[src/rtl/line_drawer.sv]
// line_drawer: accepts a line (x0,y0)->(x1,y1) on start/ready and rasterises it
// with integer Bresenham, presenting one pixel per beat on a valid/ready port.
// Optional build macro LINE_DRAWER_CLIP_EN: off-screen pixels are skipped
// (pix_valid low, one beat each) instead of being presented.
module line_drawer #(
   parameter int WIDTH    = 11,
   parameter int SCREEN_W = 640,
   parameter int SCREEN_H = 480
) (
   input  logic             clk,
   input  logic             reset,
   input  logic             start,
   output logic             ready,
   input  logic [WIDTH-1:0] x0,
   input  logic [WIDTH-1:0] y0,
   input  logic [WIDTH-1:0] x1,
   input  logic [WIDTH-1:0] y1,
   output logic             pix_valid,
   input  logic             pix_ready,
   output logic [WIDTH-1:0] pix_x,
   output logic [WIDTH-1:0] pix_y,
   output logic             done
);

   // Error terms need two extra bits so |dx|+|dy| never overflows.
   localparam int EW = WIDTH + 2;
   localparam logic [WIDTH-1:0] ONE = WIDTH'(1);

   typedef enum logic [1:0] {S_IDLE, S_SETUP, S_DRAW, S_FIN} state_t;

   state_t state, state_nxt;

   logic [WIDTH-1:0]    cur_x, cur_y, end_x, end_y;
   logic signed [EW-1:0] dx, dy, err;
   logic                sx_neg, sy_neg;

   logic signed [EW-1:0] diff_x, diff_y, abs_dx, abs_dy;
   logic signed [EW:0]   e2;
   logic signed [EW-1:0] dx_term, dy_term, err_nxt;
   logic                 step_x, step_y, at_end, clipped, beat;

   // A screen larger than the coordinate range would make clipping meaningless.
   if (SCREEN_W > (1 << WIDTH) || SCREEN_H > (1 << WIDTH)) begin : g_bad_screen
      $error("line_drawer: screen size exceeds coordinate range");
   end

`ifdef LINE_DRAWER_CLIP_EN
   assign clipped = ({{(32-WIDTH){1'b0}}, cur_x} >= 32'(SCREEN_W)) ||
                    ({{(32-WIDTH){1'b0}}, cur_y} >= 32'(SCREEN_H));
`else
   assign clipped = 1'b0;
`endif

   // A beat completes when the writer takes the pixel, or the pixel is clipped.
   assign beat   = (state == S_DRAW) && (pix_ready || clipped);
   assign at_end = (cur_x == end_x) && (cur_y == end_y);
   assign pix_x  = cur_x;
   assign pix_y  = cur_y;

   // Setup magnitudes and the per-beat Bresenham step decision.
   always_comb begin
      diff_x  = $signed({2'b00, end_x}) - $signed({2'b00, cur_x});
      diff_y  = $signed({2'b00, end_y}) - $signed({2'b00, cur_y});
      abs_dx  = diff_x[EW-1] ? -diff_x : diff_x;
      abs_dy  = diff_y[EW-1] ? -diff_y : diff_y;
      e2      = {err, 1'b0};
      step_x  = e2 >= $signed({dy[EW-1], dy});
      step_y  = e2 <= $signed({dx[EW-1], dx});
      dy_term = step_x ? dy : {EW{1'b0}};
      dx_term = step_y ? dx : {EW{1'b0}};
      err_nxt = err + dy_term + dx_term;
   end

   // State register.
   always_ff @(posedge clk or negedge reset) begin
      if (!reset) state <= S_IDLE;
      else        state <= state_nxt;
   end

   // Next-state logic.
   always_comb begin
      state_nxt = state;
      case (state)
         S_IDLE:  if (start)           state_nxt = S_SETUP;
         S_SETUP:                      state_nxt = S_DRAW;
         S_DRAW:  if (beat && at_end)  state_nxt = S_FIN;
         S_FIN:                        state_nxt = S_IDLE;
         default:                      state_nxt = S_IDLE;
      endcase
   end

   // Moore outputs decoded from state.
   always_comb begin
      ready     = 1'b0;
      pix_valid = 1'b0;
      done      = 1'b0;
      case (state)
         S_IDLE: ready     = 1'b1;
         S_DRAW: pix_valid = !clipped;
         S_FIN:  done      = 1'b1;
         default: ;
      endcase
   end

   // Datapath: endpoints load on accept (cur doubles as the start point),
   // SETUP derives deltas, DRAW walks cur towards the end point.
   always_ff @(posedge clk or negedge reset) begin
      if (!reset) begin
         cur_x  <= '0;
         cur_y  <= '0;
         end_x  <= '0;
         end_y  <= '0;
         dx     <= '0;
         dy     <= '0;
         err    <= '0;
         sx_neg <= 1'b0;
         sy_neg <= 1'b0;
      end else begin
         case (state)
            S_IDLE: if (start) begin
               cur_x <= x0;
               cur_y <= y0;
               end_x <= x1;
               end_y <= y1;
            end
            S_SETUP: begin
               dx     <= abs_dx;
               dy     <= -abs_dy;
               err    <= abs_dx - abs_dy;
               sx_neg <= !(cur_x < end_x);
               sy_neg <= !(cur_y < end_y);
            end
            S_DRAW: if (beat && !at_end) begin
               err <= err_nxt;
               if (step_x) cur_x <= sx_neg ? cur_x - ONE : cur_x + ONE;
               if (step_y) cur_y <= sy_neg ? cur_y - ONE : cur_y + ONE;
            end
            default: ;
         endcase
      end
   end

endmodule

[config.mk]
export PLATFORM = sky130hd
export DESIGN_NAME = line_drawer
export DESIGN_NICKNAME = d
export VERILOG_FILES = /design/src/rtl/line_drawer.sv
export SDC_FILE = /design/constraint.sdc
export NUM_CORES = 1
export LEC_CHECK = 0
export CORE_MARGIN = 5
export CORE_UTILIZATION = 51
export DETAILED_ROUTE_END_ITERATION = 8
export PLACE_DENSITY = 0.74
export SLEW_MARGIN = 20
export SYNTH_ARGS = -nofsm -noshare
export SYNTH_HDL_FRONTEND = slang
export SYNTH_SLANG_ARGS = --single-unit
[constraint.sdc]
create_clock -name clk -period 4.65 [get_ports clk]
set_input_delay 1.395 -clock clk [delete_from_list [all_inputs] [get_ports clk]]
set_output_delay 1.395 -clock clk [all_outputs]
set_load 0.01 [all_outputs]
cell_classes.png
Bar = 50 um.
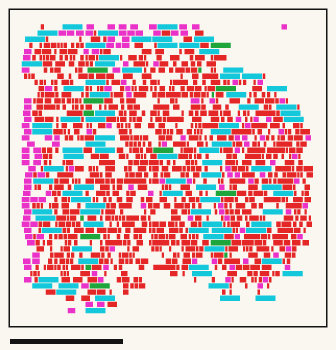
[other buffers and delay cells] magenta | cells: 139
[clock drivers and dummy loads] green | cells: 15
[flops] cyan | cells: 87
[all other logic] red | cells: 873
Finished Cell Area: 0.01027 sq mm
num rows: 47
Seq/total area: 0.2121
core box area: 0.01652 sq mm
Core Util, Final: 0.6213

port_nets.png
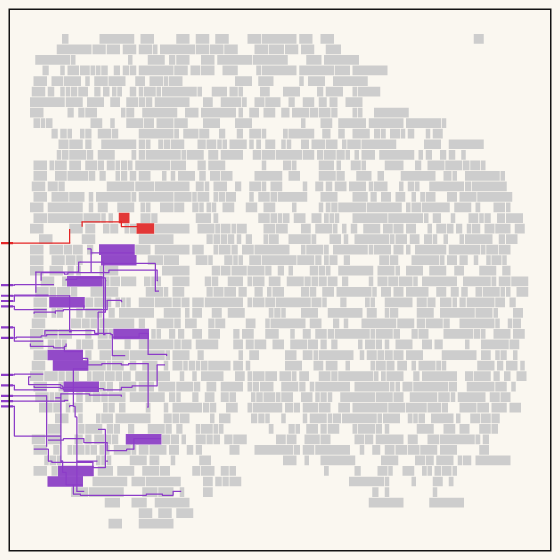
[pix_y] purple | bits: 11 | direction: output | end cells: 11 | buffers: 11 | wire: 691 um
[pix_ready] red | bits: 1 | direction: input | end cells: 2 | buffers: 1 | wire: 35.3 um

final_congestion.png
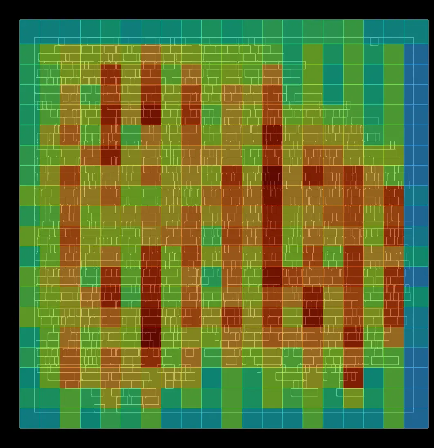
routing usage on met2: 0.3814
layer with the highest usage: met2
GR Util met1: 0.3071
Tot GR Track Use: 0.2291

wire_density.png
Bar = 50 um. 28 x 28 tiles, from dark purple (low) to yellow (high), scaled to the fullest tile. Values are wire area over tile area, all layers added.
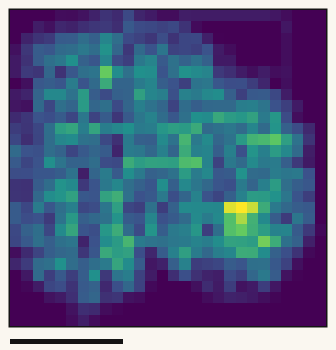
mean over tiles: 0.18
nearly empty tiles: 19%
fullest tile: 0.72
densest ninth of the die: center
tiles over half the peak: 10%
post-DR wirelength/cell: 16.76 um
routed via count: 7558
final wirelength: 22360 um

-- worst max-delay path: stages (launching register included) --
cell	delay, ps
dfrtp_1	380
inv_2	80
ha_4	190
nor2b_4	120
o21a_1	180
o21a_1	190
o21a_1	180
o211ai_1	210
a32oi_2	160
buf_4	170
and2_4	130
fa_2	390
ha_1	290
a21o_1	200
a21oi_2	180
o21bai_2	100
a211oi_2	290
nor3_1	80
a2111o_1	360
a21o_1	200
a21oi_2	140
xnor2_1	130
o221ai_1	130
-- flip-flops by register name, summed over array words and instances, names as in the netlist --
register and flops:
dx 13, dy 13, end_x 11, end_y 11, err 13, pix_x 11, pix_y 11, state 2
sx_neg 1, sy_neg 1
==> CHANGELOG.md <==
### Metrics

* Initial DRC Count at 434
* N_diodes at 0
* Critical Path End: err[12]$_DFFE_PN0P_
* Layout Nets at 1271
* Synth top area share at 0.2551
* Layout clock area frac at 0.02584
* Inverters at 104
* Hold Fails Final Rpt at 0
* Worst Skew at 9.858 ps
* M1 wire length at 10180 um
* Max cap viols at 0
* Die y size at 139.4 um
* Clock root cell: clkbuf_16
* Synth-to-layout area growth at 20.27%
* Placed standard-cell area at 0.009867 sq mm
* Chip area at 0.01942 sq mm
* Post-DP HPWL at 17700 um
* FF+latch area at 0.002177 sq mm
* Outcome: finished, violations left
* Initial antenna violation count at 1
* Well Taps at 220
* Asr flop ratio synth at 1.000
* Xor+xnor area frac at 0.07754
* Met2 WL post-DR at 10480 um
* 1st-pass router iterations at 5
* RSZ-0062 raised after global routing: true
* Pre-Place Util at 0.5165
* Hold slack at 508.6 ps
* Synth top cells by count: inv_1, nor2_1, ha_1
* Cells on worst reg2reg path at 22
* PortBufs at 72
* Fill cells at 1413
* Biggest Area Class: multi-input combinational cells
* First-pass GRT wire length at 36780 um
* Most common logic cells in the final layout: nor2_1, inv_1, ha_1
* Setup TNS at -11.17 ps
* Synthesized cell area at 0.008536 sq mm
* Synth Area in Simple Gates at 0.1608
* Final Cycle Share at 1.002
* Grt total ovfl at 0
* Yosys stat cell total at 992
* TritonCTS clock tree: built
* Max clock buf depth at 2
* Met3 GRT Util at 0.04117
* CP Launch Type: flip-flop
* Top cells, area: dfrtp_1, ha_1, a21oi_1
* Uppermost layer routed: met5
* DRC Markers at 0
* Syn_area_per_cell at 8.605 sq um
* CP arrival at 4870 ps
* Syn nets at 1153
* Setup crit end kind: flip-flop
* Fin cells at 1334
* Min-Delay Startpoint: end_x[0]$_DFFE_PN0P_
* Clock transition at the registers of the reported paths at 70 ps
* Worst hold-check path type: reg -> reg
* Dominant synthesized flop cell: dfrtp_1
* Largest net degree at the start of global routing at 47
* Num ports at 73
* Crit path DRT at 4860 ps
* CP Class: reg -> reg
* Met3 WL post-DR at 1248 um
* Worst hold endpoint: end_x[0]$_DFFE_PN0P_
* Max Clock Freq at 214.5 MHz
* Largest fanout on the critical path at 3
* Relative slew slack at 0.3427
* Yosys reg bits at 87
* CP Launch Point: dy[1]$_DFFE_PN0N_
* Number of enable flip-flop cells at 0
* Yosys warns at 0
* Post-cts sizing count at 4
* # setup viols final at 1
* Area of the multi-input gates at 0.005933 sq mm
* Yosys stat chip area at 0.008536 sq mm
* Log Warnings at 30
* CTS sink cnt at 87
* Capturing point of the worst reg2reg path: err[12]$_DFFE_PN0P_
* Comb area share at 0.5779
* Placer Congestion at 0.9872
* Post-layout min period at 4661 ps
* MUX share of area at 0.05189
* Adder-cell share of the synthesized area at 0.1841
* Post-synth seq share at 0.2551
* Worst-Skew Late Latency at 360 ps
* Yosys cell types at 95
* Num CTS Buffers at 9
* CTS hold repair buffers at 0
* Dominant logic cell type in the layout: nor2_1
* Failing checks: setup timing
* WHS Path Cells at 1
* RR Startpoint: dy[1]$_DFFE_PN0N_
* Slew Viols, Final at 0
* # Post-CTS Setup Buffers at 0
* Post-Synth AOI/OAI Area at 0.2070
* Layout cell share with drive strength beyond 1 at 0.1526
* Flops at 87
* Vias in the first global route at 7613
* Tightest Pin Transition at 983.5 ps
* Die W at 139.4 um
* FF-to-FF setup slack at -10 ps
* Dpl ws at -127.7 ps
* Signal buffers at 139
* Vias per cell at 5.666
* Comb gates at 769
* Final ANT Viol Nets at 0
* Dominant comb cell: AND-OR/OR-AND gates
* Mapped Cells at 992
* Placed Cells at 1317
* Clock buffers at 11
* Buffering overhead at 0.1193
* Setup ws final at -11.17 ps
* H-tree depth at 3
